### src/rtl/iir_coef_ctrl_if.sv
// Coefficient write port for iir_coef_ctrl: valid/ready handshake carrying section, index and data.
interface iir_coef_ctrl_if #(
  parameter int unsigned SEC_W = 2
) ();
  logic             wr_valid;
  logic             wr_ready;
  logic [SEC_W-1:0] wr_sec;
  logic [2:0]       wr_idx;
  logic [15:0]      wr_data;

  modport master (output wr_valid, output wr_sec, output wr_idx, output wr_data, input wr_ready);
  modport slave  (input wr_valid, input wr_sec, input wr_idx, input wr_data, output wr_ready);
endinterface

### src/rtl/iir_coef_ctrl.sv
// Shadow/active coefficient banks for an N_SEC biquad cascade with tick-aligned atomic commit.
// Optional per-section flush pulses on commit are enabled with `define IIR_COEF_FLUSH_EN.
module iir_coef_ctrl #(
  parameter int unsigned       N_SEC  = 3,
  parameter int unsigned       SEC_W  = 2,
  parameter logic signed [15:0] B0_RST = 16'sh4000
) (
  input  logic                   clk,
  input  logic                   rst,
  iir_coef_ctrl_if.slave         wr,
  input  logic                   commit_req,
  output logic                   commit_ack,
  output logic                   commit_nak,
  input  logic                   sample_tick,
  output logic                   err,
  input  logic                   err_clr,
  output logic                   busy,
  output logic [N_SEC*16-1:0]    coef_b0,
  output logic [N_SEC*16-1:0]    coef_b1,
  output logic [N_SEC*16-1:0]    coef_b2,
  output logic [N_SEC*16-1:0]    coef_a1,
  output logic [N_SEC*16-1:0]    coef_a2
`ifdef IIR_COEF_FLUSH_EN
  ,
  output logic [N_SEC-1:0]       sec_flush
`endif
);

  localparam int unsigned NCOEF = 5;

  typedef enum logic [1:0] {IDLE, PEND, APPLY} state_t;

  state_t      state;
  logic [15:0] shadow [N_SEC][NCOEF];
  logic [15:0] active [N_SEC][NCOEF];
`ifdef IIR_COEF_FLUSH_EN
  logic [N_SEC-1:0] dirty;
`endif

  logic wr_acc;
  logic wr_ok;
  logic wr_bad;
  logic commit_go;

  always_comb begin
    wr_acc    = wr.wr_valid & wr.wr_ready;
    wr_ok     = wr_acc & (32'(wr.wr_sec) < N_SEC) & (wr.wr_idx <= 3'd4);
    wr_bad    = wr_acc & ~wr_ok;
    // busy stays up through the ack cycle, so a request there is ignored
    commit_go = (state == IDLE) & ~busy & commit_req;
  end

  always_ff @(posedge clk) begin
    if (rst) begin
      state       <= IDLE;
      err         <= 1'b0;
      busy        <= 1'b0;
      commit_ack  <= 1'b0;
      commit_nak  <= 1'b0;
      wr.wr_ready <= 1'b0;
      for (int s = 0; s < N_SEC; s++) begin
        for (int c = 0; c < NCOEF; c++) begin
          shadow[s][c] <= (c == 0) ? B0_RST : 16'h0000;
          active[s][c] <= (c == 0) ? B0_RST : 16'h0000;
        end
      end
`ifdef IIR_COEF_FLUSH_EN
      dirty     <= '0;
      sec_flush <= '0;
`endif
    end else begin
      commit_ack <= 1'b0;
      commit_nak <= 1'b0;
`ifdef IIR_COEF_FLUSH_EN
      sec_flush  <= '0;
`endif

      if (wr_bad)       err <= 1'b1;
      else if (err_clr) err <= 1'b0;

      for (int s = 0; s < N_SEC; s++) begin
        for (int c = 0; c < NCOEF; c++) begin
          if (wr_ok && wr.wr_sec == SEC_W'(s) && wr.wr_idx == 3'(c))
            shadow[s][c] <= wr.wr_data;
        end
`ifdef IIR_COEF_FLUSH_EN
        if (wr_ok && wr.wr_sec == SEC_W'(s)) dirty[s] <= 1'b1;
`endif
      end

      case (state)
        IDLE: begin
          busy        <= 1'b0;
          wr.wr_ready <= 1'b1;
          // a bad write in the same cycle as the request refuses the commit
          if (commit_go) begin
            if (err || wr_bad) begin
              commit_nak <= 1'b1;
            end else begin
              state       <= PEND;
              busy        <= 1'b1;
              wr.wr_ready <= 1'b0;
            end
          end
        end
        PEND: begin
          if (sample_tick) state <= APPLY;
        end
        APPLY: begin
          state       <= IDLE;
          commit_ack  <= 1'b1;
          wr.wr_ready <= 1'b1;
          for (int s = 0; s < N_SEC; s++) begin
            for (int c = 0; c < NCOEF; c++) active[s][c] <= shadow[s][c];
          end
`ifdef IIR_COEF_FLUSH_EN
          sec_flush <= dirty;
          dirty     <= '0;
`endif
        end
        default: state <= IDLE;
      endcase
    end
  end

  // Active bank packed onto the cascade terminals, section s at bits [16s+15:16s]
  always_comb begin
    coef_b0 = '0;
    coef_b1 = '0;
    coef_b2 = '0;
    coef_a1 = '0;
    coef_a2 = '0;
    for (int s = 0; s < N_SEC; s++) begin
      coef_b0[16*s +: 16] = active[s][0];
      coef_b1[16*s +: 16] = active[s][1];
      coef_b2[16*s +: 16] = active[s][2];
      coef_a1[16*s +: 16] = active[s][3];
      coef_a2[16*s +: 16] = active[s][4];
    end
  end

endmodule

### src/flat_wrapper.sv
// flat-port wrapper written by rule: the top's interface ports become plain ports
module iir_coef_ctrl_flat 
#(
  parameter int unsigned       N_SEC  = 3,
  parameter int unsigned       SEC_W  = 2,
  parameter logic signed [15:0] B0_RST = 16'sh4000
)
  (clk, rst, commit_req, commit_ack, commit_nak, sample_tick, err, err_clr, busy, coef_b0, coef_b1, coef_b2, coef_a1, coef_a2, wr_wr_valid, wr_wr_sec, wr_wr_idx, wr_wr_data, wr_wr_ready);
  iir_coef_ctrl_if #(.SEC_W(SEC_W)) wr_i ();
  input  logic clk;
  input  logic rst;
  input  logic commit_req;
  output logic commit_ack;
  output logic commit_nak;
  input  logic sample_tick;
  output logic err;
  input  logic err_clr;
  output logic busy;
  output logic [N_SEC*16-1:0] coef_b0;
  output logic [N_SEC*16-1:0] coef_b1;
  output logic [N_SEC*16-1:0] coef_b2;
  output logic [N_SEC*16-1:0] coef_a1;
  output logic [N_SEC*16-1:0] coef_a2;
  input wire logic [$bits(wr_i.wr_valid)-1:0] wr_wr_valid;
  input wire logic [$bits(wr_i.wr_sec)-1:0] wr_wr_sec;
  input wire logic [$bits(wr_i.wr_idx)-1:0] wr_wr_idx;
  input wire logic [$bits(wr_i.wr_data)-1:0] wr_wr_data;
  output wire logic [$bits(wr_i.wr_ready)-1:0] wr_wr_ready;
  assign wr_i.wr_valid = wr_wr_valid;
  assign wr_i.wr_sec = wr_wr_sec;
  assign wr_i.wr_idx = wr_wr_idx;
  assign wr_i.wr_data = wr_wr_data;
  assign wr_wr_ready = wr_i.wr_ready;
  iir_coef_ctrl #(.N_SEC(N_SEC), .SEC_W(SEC_W), .B0_RST(B0_RST)) u_core (.clk(clk), .rst(rst), .wr(wr_i), .commit_req(commit_req), .commit_ack(commit_ack), .commit_nak(commit_nak), .sample_tick(sample_tick), .err(err), .err_clr(err_clr), .busy(busy), .coef_b0(coef_b0), .coef_b1(coef_b1), .coef_b2(coef_b2), .coef_a1(coef_a1), .coef_a2(coef_a2));
endmodule
### config.mk
export PLATFORM = sky130hd
export DESIGN_NAME = iir_coef_ctrl_flat
export DESIGN_NICKNAME = d
export VERILOG_FILES = /design/src/rtl/iir_coef_ctrl_if.sv /design/src/rtl/iir_coef_ctrl.sv /design/src/flat_wrapper.sv
export SDC_FILE = /design/constraint.sdc
export NUM_CORES = 1
export LEC_CHECK = 0
export ABC_AREA = 1
export CAP_MARGIN = 20
export CORE_MARGIN = 2
export CORE_UTILIZATION = 55
export CTS_BUF_LIST = sky130_fd_sc_hd__clkbuf_8
export DETAILED_ROUTE_END_ITERATION = 8
export PLACE_DENSITY = 0.81
export SLEW_MARGIN = 20
export SYNTH_ARGS = -nofsm -noshare
export SYNTH_HDL_FRONTEND = slang
export SYNTH_SLANG_ARGS = --single-unit
### constraint.sdc
create_clock -name clk -period 20.3 [get_ports clk]
set_clock_uncertainty 0.2 [all_clocks]
set_input_delay 2.03 -clock clk [delete_from_list [all_inputs] [get_ports clk]]
set_output_delay 2.03 -clock clk [all_outputs]
set_load 0.05 [all_outputs]
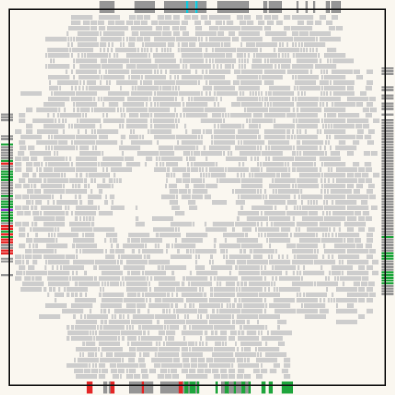
run_1/io_placement.png
Scale: 2 px per um. Pins as bars across the die edge, other pins in gray.
[`wr_wr_data`] red | pins: 16 | direction: input | edge: 8 west, 8 south
[`wr_wr_sec`] cyan | pins: 2 | direction: input | edge: north
[`rst`] purple | pins: 1 | direction: input | edge: west
[`coef_a2`] green | pins: 48 | direction: output | edge: 23 south, 16 west, 9 east

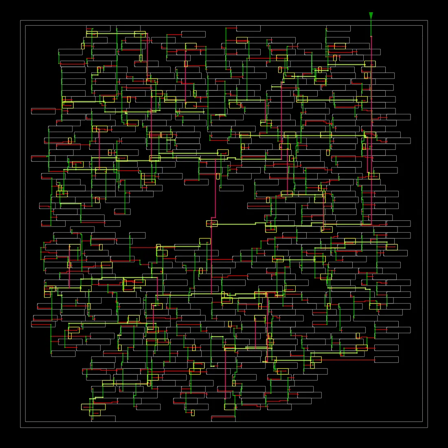
run_1/clocks.png
CTS sink cnt: 487
Clk Latency, worst-skew pair: 0.59 ns

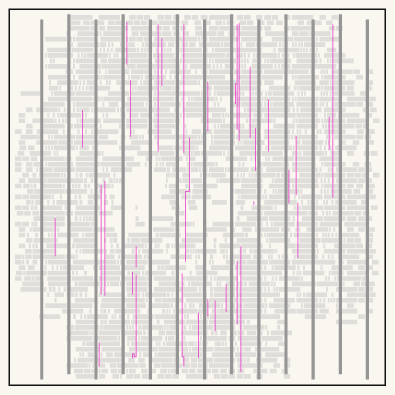
run_1/layer_met4.png
Scale: 2 px per um. Supply wires on this layer in gray.
nets with wire on the layer: 23
share of all routed wire: 2.6%
longest straight run: 86.4 um
main direction: vertical
wire length on this layer: 1,100 um

run 1: per-layer routing:
layer / up-vias / wire length [um]
li1: 5062 / -
met4: 2 / 1100
met2: 608 / 21500
met5: - / 12
met3: 74 / 3660
met1: 5433 / 16400
run 1: logic make-up after synthesis:
logic type	Yosys count	synth area share, %
buffers and inverters	341	7.43
AOI/OAI and AO/OA	5	0.149
DFF	487	78.8
and+or+nand+nor	550	13.6
run 1: how the worst min path moves through the flow:
stage                                             from                           end  slack [ns]  cells past startpoint
after floorplan           u_core.state[1]$_SDFFE_PP0P_  u_core.state[1]$_SDFFE_PP0P_        0.22                      1
after global placement    u_core.state[1]$_SDFFE_PP0P_  u_core.state[1]$_SDFFE_PP0P_        0.24                      1
after detailed placement  u_core.state[1]$_SDFFE_PP0P_  u_core.state[1]$_SDFFE_PP0P_        0.26                      1
after CTS                 u_core.state[1]$_SDFFE_PP0P_  u_core.state[1]$_SDFFE_PP0P_        0.27                      1
after global routing      u_core.state[1]$_SDFFE_PP0P_  u_core.state[1]$_SDFFE_PP0P_        0.28                      1
final                     u_core.state[1]$_SDFFE_PP0P_  u_core.state[1]$_SDFFE_PP0P_        0.26                      1
run 1: worst reg2reg max path, cell delays in order (launching register included):
cell and delay (ns):
dfxtp_1 0.32, inv_1 0.17, nor3_1 0.14, inv_6 0.70
buf_6 0.86, nor2_1 0.22
run 1: power groups by stage:
stage               Clock [mW]  Sequential, mW  Combinational, mW
finish                   0.725            1.16              0.205
floorplan                    0            1.29             0.0445
detailed placement           0            1.19              0.205
CTS                      0.731            1.17              0.206
global placement             0            1.18              0.202
global route             0.774            1.17              0.212
run 1: per-stage QoR:
step | utilization, % | total power [mW] | setup slack [ns]
after floorplan | - | 1.33 | 1.81
final | 68.3 | 2.09 | 15.07
after CTS | 68.3 | 2.10 | 15.18
after global routing | 68.3 | 2.15 | 14.92
after detailed placement | 64.4 | 1.39 | 14.54
after global placement | 64.4 | 1.39 | 14.72
run 1: state kept, by name, indices dropped and copies added, names as in the netlist:
signal,flops
u_core.commit_ack,1
u_core.err,1
u_core.commit_nak,1
u_core.wr.wr_ready,1
u_core.busy,1
u_core.state,2
u_core.shadow,240
u_core.active,240
run 1: layout make-up:
class                           instances  area (um^2)
Clock buffer                           78         1070
Inverter                              268         1020
Tap cell                              448          561
Antenna cell                            2         5.00
Timing Repair Buffer                  276         2750
Multi-Input combinational cell        555         2560
Clock inverter                         47          218
Sequential cell                       487        14600
Fill cell                            2223        10500
run 1: cell usage after synthesis:
master,n,area [um^2]
nor2_2,9,56.3
clkbuf_1,53,199
or2_2,4,25.0
nand2_4,1,11.3
edfxtp_1,480,14400
nand2_1,33,124
a21oi_1,2,10.0
nor2_8,2,40.0
nor2_4,2,22.5
nand4_1,2,12.5
o21ai_0,2,10.0
nand3_4,3,52.6
inv_2,3,11.3
buf_6,10,113
buf_4,2,15.0
nand3_1,2,10.0
nor4_1,1,6.26
buf_1,4,15.0
nand2_2,1,6.26
nor2_1,379,1420
buf_2,4,20.0
nor3_4,3,48.8
inv_1,264,991
nor3_1,96,480
dfxtp_1,7,140
inv_6,1,8.76
nand4_2,6,75.1
o211ai_1,1,7.51
nand4_4,6,128
==> ci_impl_report.md, run 1 <==
## PnR job results

| Metric | Value |
|---|---|
| Design area | `between 20,000 and 25,000 um^2` |
| Root Buffer | `clkbuf_8` |
| RSZ-0062 raised after global routing | `false` |
| Max FO, Critical Path | `101` |
| Post CTS Setup Buffer Count | `0` |
| P&R area growth vs syn | `23.1%` |
| GP Congestion | `just under 0.8` |
| Max stage delay on crit path | `between 0.8 and 0.9 ns` |
| Pwr Density | `between 90 and 100 nW/um^2` |
| Pre-Place Util | `55.5%` |
| Initial DRC Count | `approximately 1,200` |
| Syn Std Cell Area | `roughly 18,000 um^2` |
| Worst Path Class, Setup | `in2reg` |
| Most Crowded Layer GR | `met2` |
| Worst Setup SP | `rst` |
| HPWL Detailed | `25.6 mm` |
| Avg WL per Cell | `slightly below 20 um` |
| CP startpoint kind | `input pin` |
| Crit path max-delay family | `buffers and inverters` |
| CP bufs+invs | `4` |
| DRC | `0` |
| Relative slew slack | `a little over a fifth` |
| Pleak | `8.82 nW` |
| Critical path, cell by cell | `buf_4 -> inv_2 -> o21ai_4 -> buf_4 -> buf_4` |
| Yosys stat chip area | `between 15,000 and 20,000 um^2` |
| Reg power frac | `between 50% and 60%` |
| Layout Nets | `approximately 1,700` |
| Internal Pwr Total | `1.56 mW` |
| Port-buffer cells | `271` |
| Mapped Avg Cell Area | `between 10 and 15 um^2` |
| Placed instance area | `around 21,000 um^2` |
| Peak VDD IR | `between 0.05 and 0.06 mV` |
| Final setup TNS | `0 ns` |
| Io pins | `around 270` |
| Switching Share | `between 20% and 30%` |
| Hold WC Path Type | `reg2reg` |
| Log Warnings | `32` |
| # setup viols final | `0` |
| CTS tree | `built` |
| Met3 Use GR | `under 10%` |
| Max clock buf depth | `3` |
| Total number of vias | `between 10,000 and 15,000` |
| Post-Synthesis Cells | `approximately 1,400` |
| Largest net degree at the start of global routing | `132` |
| R2r endpoint | `u_core.active[0][80]$_SDFFCE_PN0P_` |
| Seq share, synth | `approximately four fifths` |
| Unique cell types | `29` |
| Status | `finished clean` |
| Clock power frac | `34.6%` |
| First-pass iteration count of the detailed router | `6` |
| CP endpoint | `u_core.active[0][194]$_SDFFCE_PN0P_` |
| Global-route wire length before repair | `about 63 mm` |
| Placed cells | `2,034` |
| Yosys cell count | `1,383` |
| CP arrival | `around 5.2 ns` |
| Max-slew violations | `0` |
| Final std cells w/o fill | `2,161` |
| GR Layer Usage met1 | `31.9%` |
| Vias per inst | `just over 5` |
| Inserted Clock Buffers | `between 70 and 80` |
| Flops out of synthesis | `about 490` |
| Layout cell share with drive strength beyond 1 | `under 10%` |
| CORE AREA | `~33,000 um^2` |
| Most common logic cell in the routed design | `edfxtp_1` |
| Antenna-violating nets left | `0` |
| Top Layout Cells | `480 x edfxtp_1, 379 x nor2_1, 280 x inv_1` |
| Final Hold Fails | `0` |
| Initial antenna violation count | `3` |
| Setup slack, reg-to-reg | `17.38 ns` |
| GRT Total Usage | `about a quarter` |
| Die area | `~35,000 um^2` |
| Vias in the first global route | `10,900` |
| Reg clk slew, reported paths | `~0.070 ns` |
| Reg2reg path depth | `5` |
| Worst slew pin tran | `between 1 and 1.5 ns` |
| Hold WS | `0.264 ns` |
| WP depth | `5` |
| Combinational share of power | `roughly a tenth` |
| GRT met2 Usage | `40.2%` |
| Switching power | `between 0.5 and 0.6 mW` |
| Slowest stage cell on the critical path | `buf_4` |
| Total gr overflow | `0` |
| Crit path time final | `between 5 and 6 ns` |
| Fmax | `191 MHz` |
| Max-cap violations | `0` |
| RR Startpoint | `u_core.state[1]$_SDFFE_PP0P_` |
| CTS Hold Bufs | `0` |
| Core Rows | `between 60 and 70` |
==> run 2: changes to the inputs <==
==> constraint.sdc (replaced) <==
create_clock -name clk -period 4.9 [get_ports clk]
set_clock_uncertainty 0.2 [all_clocks]
set_input_delay 0.49 -clock clk [delete_from_list [all_inputs] [get_ports clk]]
set_output_delay 0.49 -clock clk [all_outputs]
set_load 0.05 [all_outputs]
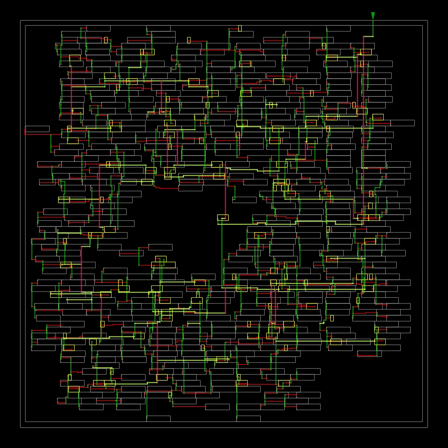
run_2/clocks.png
Inserted Clock Buffers: 74
flop count: 487
Clock group: 3.03 mW
Clk Latency, worst-skew pair: 0.60 ns

==> ci_impl_report.md, run 2 <==
## PnR job results

| Metric | Value |
|---|---|
| Vias in the first global route | `~11,000` |
| Fill cells | `roughly 2,300` |
| Synth Flop Type | `edfxtp_1` |
| Initial antenna violation count | `2` |
| CTS tree | `built` |
| Critical path, cell by cell | `buf_4 -> inv_2 -> o21ai_4 -> buf_4` |
| Post-Synthesis Cells | `approximately 1,400` |
| Peak VDD IR | `between 0.2 and 0.25 mV` |
| Largest regs | `u_core.active x240, u_core.shadow x240, u_core.state x2` |
| Unique cell types | `29` |
| Most common logic cell in the routed design | `edfxtp_1` |
| Hold WC Path Type | `reg2reg` |
| Antenna-violating nets left | `0` |
| GP Congestion | `0.824` |
| Seq share, synth | `78.8%` |
| Max stage delay on crit path | `roughly 0.78 ns` |
| RSZ-0062 raised after global routing | `false` |
| Io pins | `272` |
| Design area | `22,800 um^2` |
| DRC | `0` |
| Die y size | `roughly 190 um` |
| Final Hold Fails | `0` |
| Initial DRC Count | `between 1,000 and 1,500` |
| Top cells, area | `edfxtp_1 78%, nor2_1 7.7%, inv_1 5.4%` |
| Pwr Density | `~380 nW/um^2` |
| Placed instance area | `21,400 um^2` |
| Port-buffer cells | `~270` |
| Largest net degree at the start of global routing | `between 150 and 200` |
| Yosys cell count | `1,383` |
| Core Rows | `67` |
| Layout cell share with drive strength beyond 1 | `8.10%` |
| Worst slew pin tran | `1.18 ns` |
| Power, Total | `8.70 mW` |
| Count leader, synth | `edfxtp_1` |
| Max-area cell share | `78.0%` |
| Asr flop ratio synth | `0%` |
| Fmax | `333 MHz` |
| CORE AREA | `between 30,000 and 40,000 um^2` |
| Worst setup EP type | `register` |
| Synth Net Count | `between 1,000 and 1,500` |
| Max FO, Critical Path | `101` |
| Max-slew violations | `0` |
| Hold WS | `around 0.25 ns` |
| Total gr overflow | `0` |
| Total number of vias | `between 10,000 and 15,000` |
| Pleak | `8.86 nW` |
| Max clock buf depth | `3` |
| CP arrival | `~3 ns` |
| Worst Path Class, Setup | `in2reg` |
| EDFF count, synth | `480` |
| Reg clk slew, reported paths | `~0.070 ns` |
| Log Warnings | `35` |
| P&R area growth vs syn | `23.3%` |
| Avg WL per Cell | `between 15 and 20 um` |
| Root Buffer | `clkbuf_8` |
| GRT Total Usage | `around a quarter` |
| Pre-Place Util | `a little under three fifths` |
| Setup slack, reg-to-reg | `approximately 2.3 ns` |
| Die area | `35,100 um^2` |
| # setup viols final | `0` |
| Detailed Route WL | `41.6 mm` |
| Flops out of synthesis | `between 400 and 500` |
| Slowest stage cell on the critical path | `buf_4` |
| Req. time, crit path | `between 4 and 5 ns` |
| Final core utilization | `between 60% and 70%` |
| Mapped Avg Cell Area | `about 13 um^2` |
| Crit path time final | `approximately 3 ns` |
| Post CTS Setup Buffer Count | `0` |
| Vias per inst | `just over 5` |
| Top Layout Cells | `480 x edfxtp_1, 379 x nor2_1, 286 x inv_1` |
| Relative slew slack | `around a fifth` |
| Htree depth | `3` |
| Max-cap violations | `0` |
| CP startpoint kind | `input pin` |
| HPWL Detailed | `between 20 and 25 mm` |
| Cell taking the most area after synthesis | `edfxtp_1` |
| CTS Hold Bufs | `0` |
| Top cells by count | `480 x edfxtp_1, 379 x nor2_1, 264 x inv_1, 96 x nor3_1, 53 x clkbuf_1` |
| Global-route wire length before repair | `slightly above 60 mm` |
| Syn Std Cell Area | `about 18,000 um^2` |
| First-pass iteration count of the detailed router | `6` |
| Layout Nets | `roughly 1,700` |
| Diodes inserted | `0` |
| Status | `finished clean` |
| CTS sink cnt | `a little under 500` |
| Yosys stat chip area | `18,500 um^2` |
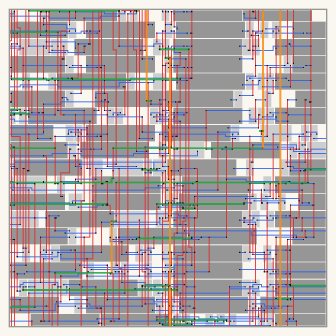
run_2/detail.png
Window x 115 to 165, y 115 to 165 um. Cells in gray, sequential cells in the stronger gray; small squares are vias.
[metal 4] orange
[metal 3] green
[metal 1] blue
[metal 2] red
netlist names of flops here include: `u_core.shadow` (33), `u_core.active` (25)
sequential cells in the window: 58
cells with their middle in the window: 168
most frequent: edfxtp_1 (58), nor2_1 (56), inv_1 (36)

## run 2: kinds of logic after synthesis
group                  Yosys count  share of synthesized area (%)
buffers and inverters          341                           7.43
AOI/OAI and AO/OA                5                          0.149
and+or+nand+nor                550                           13.6
DFF                            487                           78.8
## run 2: per-stage QoR
stage,setup TNS (ns),std cells,setup slack [ns]
2_1_floorplan,-3.46,1383,-0.0144
3_3_place_gp,0,2032,1.46
3_5_place_dp,0,2032,1.36
4_1_cts,0,2164,1.98
5_1_grt,0,2164,1.80
6_report,0,2164,1.90
## run 2: power breakdown
group,switching (mW),internal (mW)
Combinational,0.644,0.206
Clock,1.51,1.52
Sequential,0.0687,4.75
## run 2: critical path: cells and delay by family
family | cells | cell delay [ns]
AOI/OAI and AO/OA | 1 | 0.22
buffers and inverters | 3 | 2.16
## run 2: area by class of cell
cell class,instances,area (um^2),share of cell area [%]
repair buffers,274,2760,12.1
clock inverters,55,269,1.18
inverters,268,1020,4.46
well taps,448,561,2.46
flip-flops and latches,487,14600,63.9
multi-input cells,555,2560,11.2
clock buffers,77,1060,4.65
## run 2: path summary, 6_finish.rpt
kind | startpoint | endpoint | cells past startpoint
setup / recovery | rst | u_core.active[0][82]$_SDFFCE_PN0P_ | 4
hold reg to reg | u_core.state[1]$_SDFFE_PP0P_ | u_core.state[1]$_SDFFE_PP0P_ | 1
setup reg to reg | u_core.wr.wr_ready$_SDFFE_PP0P_ | u_core.shadow[0][4]$_SDFFCE_PN0P_ | 4
hold / removal | u_core.state[1]$_SDFFE_PP0P_ | u_core.state[1]$_SDFFE_PP0P_ | 1
## run 2: metal layers
| metal | track usage [%] | vias up | share of wire (%) |
|---|---|---|---|
| li1 | - | 5065 | - |
| met1 | 30.5 | 5282 | 38 |
| met2 | 39.1 | 532 | 50 |
| met3 | 6.10 | 83 | 9.1 |
| met4 | 8.52 | 2 | 2.7 |
| met5 | 0 | - | 0.031 |
run_2/layer_met4.png
Scale: 2 px per um. Supply wires on this layer in gray.
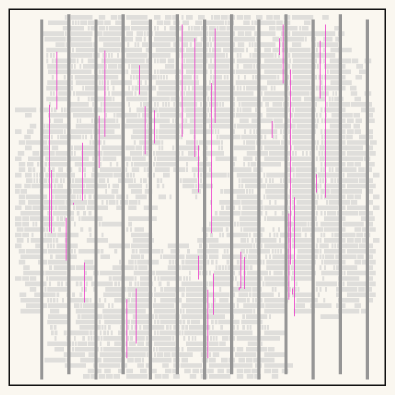

==> run 3: changes to the inputs <==
--- a/config.mk
+++ b/config.mk
@@ -8,10 +8,10 @@
 export ABC_AREA = 1
 export CAP_MARGIN = 20
 export CORE_MARGIN = 2
-export CORE_UTILIZATION = 55
+export CORE_UTILIZATION = 51
 export CTS_BUF_LIST = sky130_fd_sc_hd__clkbuf_8
 export DETAILED_ROUTE_END_ITERATION = 8
-export PLACE_DENSITY = 0.81
+export PLACE_DENSITY = 0.79
 export SLEW_MARGIN = 20
 export SYNTH_ARGS = -nofsm -noshare
 export SYNTH_HDL_FRONTEND = slang
==> constraint.sdc (replaced) <==
create_clock -name clk -period 2.4 [get_ports clk]
set_clock_uncertainty 0.2 [all_clocks]
set_input_delay 0.24 -clock clk [delete_from_list [all_inputs] [get_ports clk]]
set_output_delay 0.24 -clock clk [all_outputs]
set_load 0.05 [all_outputs]
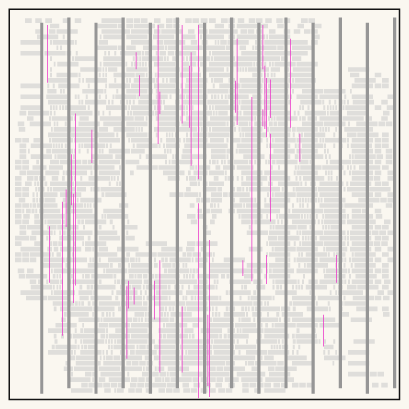
run_3/layer_met4.png
Scale: 2 px per um. Supply wires on this layer in gray.
share of all routed wire: 3.3%
nets with wire on the layer: 31
longest straight run: 97.2 um
main direction: vertical

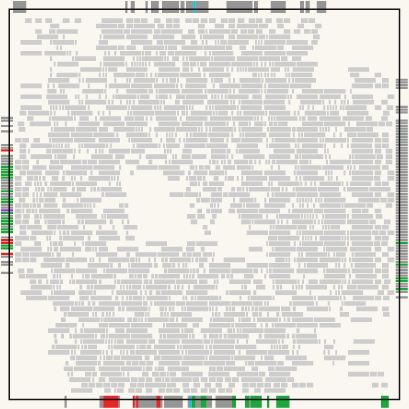
run_3/io_placement.png
Scale: 2 px per um. Pins as bars across the die edge, other pins in gray.
Die X: 194 um
die y size: 194 um

==> ci_impl_report.md, run 3 <==
## PnR job results

| Metric | Value |
|---|---|
| Mapped Avg Cell Area | `13.4 um^2` |
| Crit path max-delay family | `buffers and inverters` |
| Yosys stat chip area | `around 18,000 um^2` |
| First-pass iteration count of the detailed router | `9` |
| Global-route wire length before repair | `around 65 mm` |
| Hold WS | `~0.12 ns` |
| Max-slew violations | `0` |
| GRT Total Usage | `23.1%` |
| Die area | `37,800 um^2` |
| CP bufs+invs | `1` |
| CTS tree | `built` |
| # setup viols final | `0` |
| Top cells by count | `480 x edfxtp_1, 379 x nor2_1, 264 x inv_1, 96 x nor3_1, 53 x clkbuf_1` |
| Pre-Place Util | `approximately half` |
| Max clock buf depth | `3` |
| Largest regs | `u_core.active x240, u_core.shadow x240, u_core.state x2` |
| Reg clk slew, reported paths | `roughly 0.06 ns` |
| M1 WL | `between 15 and 20 mm` |
| Clk Latency, worst-skew pair | `approximately 0.6 ns` |
| Switching Share | `about a quarter` |
| Combinational share of power | `about 10%` |
| Post-Synthesis Cells | `between 1,000 and 1,500` |
| Req. time, crit path | `slightly below 2 ns` |
| Design area | `roughly 24,000 um^2` |
| Reg power frac | `roughly 54%` |
| Peak VDD IR | `0.464 mV` |
| Unique cell types | `29` |
| Antenna-violating nets left | `0` |
| GP Congestion | `~0.8` |
| Internal Pwr Total | `13.6 mW` |
| Root Buffer | `clkbuf_8` |
| RSZ-0062 raised after global routing | `false` |
| DRC | `35` |
| CP startpoint kind | `register` |
| Most common logic cell in the routed design | `edfxtp_1` |
| EDFF count, synth | `480` |
| Pwr Density | `just under 800 nW/um^2` |
| Crit path time final | `2.27 ns` |
| Total number of vias | `11,200` |
| Pleak | `around 9 nW` |
| WL met2 | `21.2 mm` |
| Worst setup EP type | `primary output` |
| CP arrival | `1.83 ns` |
| Slowest stage cell on the critical path | `clkdlybuf4s50_1` |
| Inserted Clock Buffers | `about 76` |
| P&R area growth vs syn | `27.7%` |
| Final core utilization | `about two thirds` |
| Fmax | `about 440 MHz` |
| CTS sink cnt | `approximately 490` |
| HPWL Detailed | `between 20 and 30 mm` |
| Final Hold Fails | `0` |
| Status | `finished with violations` |
| Yosys cell count | `1,383` |
| Port-buffer cells | `about 270` |
| Failing checks | `DRC` |
| Io pins | `about 270` |
| Avg WL per Cell | `19.1 um` |
| Worst slew pin tran | `~1.1 ns` |
| Core Rows | `approximately 69` |
| Placed instance area | `about 22,000 um^2` |
| Layout cell share with drive strength beyond 1 | `about an eighth` |
| Critical path, cell by cell | `clkdlybuf4s50_1` |
| Synth Net Count | `about 1,400` |
| Log Warnings | `30` |
| Vias per inst | `around 5` |
| Switching power | `about 4.6 mW` |
==> run 3: cells by family (layout without fill, tap and decap cells) <==
family	after synthesis	count (layout)	share of synthesized area (%)
and+or+nand+nor	550	550	13.6
DFF	487	487	78.8
buffers and inverters	341	745	7.43
AOI/OAI and AO/OA	5	5	0.149
other	0	3	0
==> run 3: area by class of cell <==
cell class,instances,area [um^2],area share (%)
tap,461,577,2.45
multi-input combinational,555,2590,11.0
sequential,487,14600,61.7
antenna,3,7.51,0.0318
inverter,268,1020,4.31
clock inverter,62,343,1.45
clock buffer,79,1090,4.61
timing repair buffer,336,3420,14.5
==> run 3: stage by stage <==
step / setup slack [ns] / std cells
2_1_floorplan: -2.51 / 1383
3_3_place_gp: 0.0595 / 2105
3_5_place_dp: 0.0233 / 2105
4_1_cts: 0.0795 / 2248
5_1_grt: 0.0706 / 2249
6_report: 0.130 / 2251
==> run 3: final timing paths <==
check	start	end	slack (ns)	cells after the start
worst max-delay path	u_core.active[0][112]$_SDFFCE_PN0P_	coef_b2[16]	0.13	1
worst min-delay path	err_clr	u_core.err$_SDFFE_PP0P_	0.12	3
worst max register to register	u_core.state[0]$_SDFFE_PP0P_	u_core.active[0][102]$_SDFFCE_PN0P_	0.39	4
worst min register to register	u_core.state[1]$_SDFFE_PP0P_	u_core.state[1]$_SDFFE_PP0P_	0.24	1
==> run 3: metal layers <==
layer  track usage (%)  up-vias
met3              5.12       89
met1              29.6     5409
met5                 0        -
li1                  -     5208
met4              9.20        0
met2              38.6      525
==> run 3: power groups by stage <==
stage | sequential, mW | combinational (mW) | clock (mW)
2_1_floorplan | 10.7 | 0.382 | 0
3_3_place_gp | 10.0 | 1.83 | 0
3_5_place_dp | 10.0 | 1.86 | 0
4_1_cts | 9.84 | 1.86 | 6.63
5_1_grt | 9.86 | 1.93 | 7.02
6_report | 9.84 | 1.86 | 6.52

==> layout pictures side by side <==
Met3 routing.
Scale: 2 px per um.
panel A
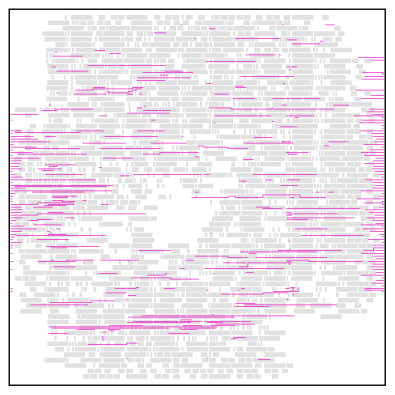
panel B
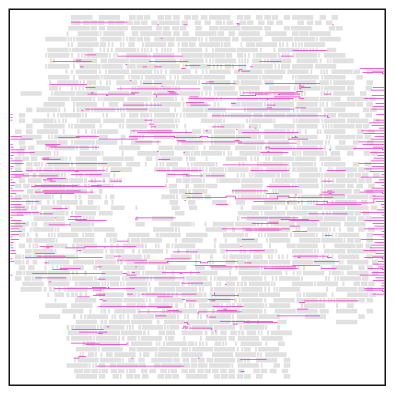
panel C
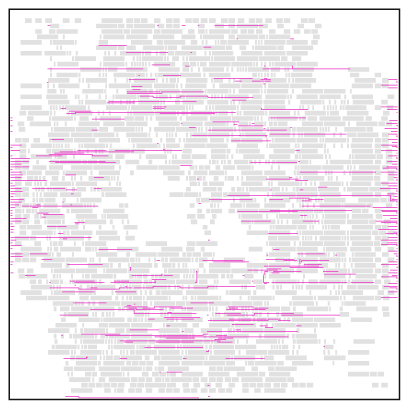
For run 3, see panel C.
For run 2, see panel A.
For run 1, see panel B.

Power figures rest on the tool's default switching activity, not on a simulated workload.
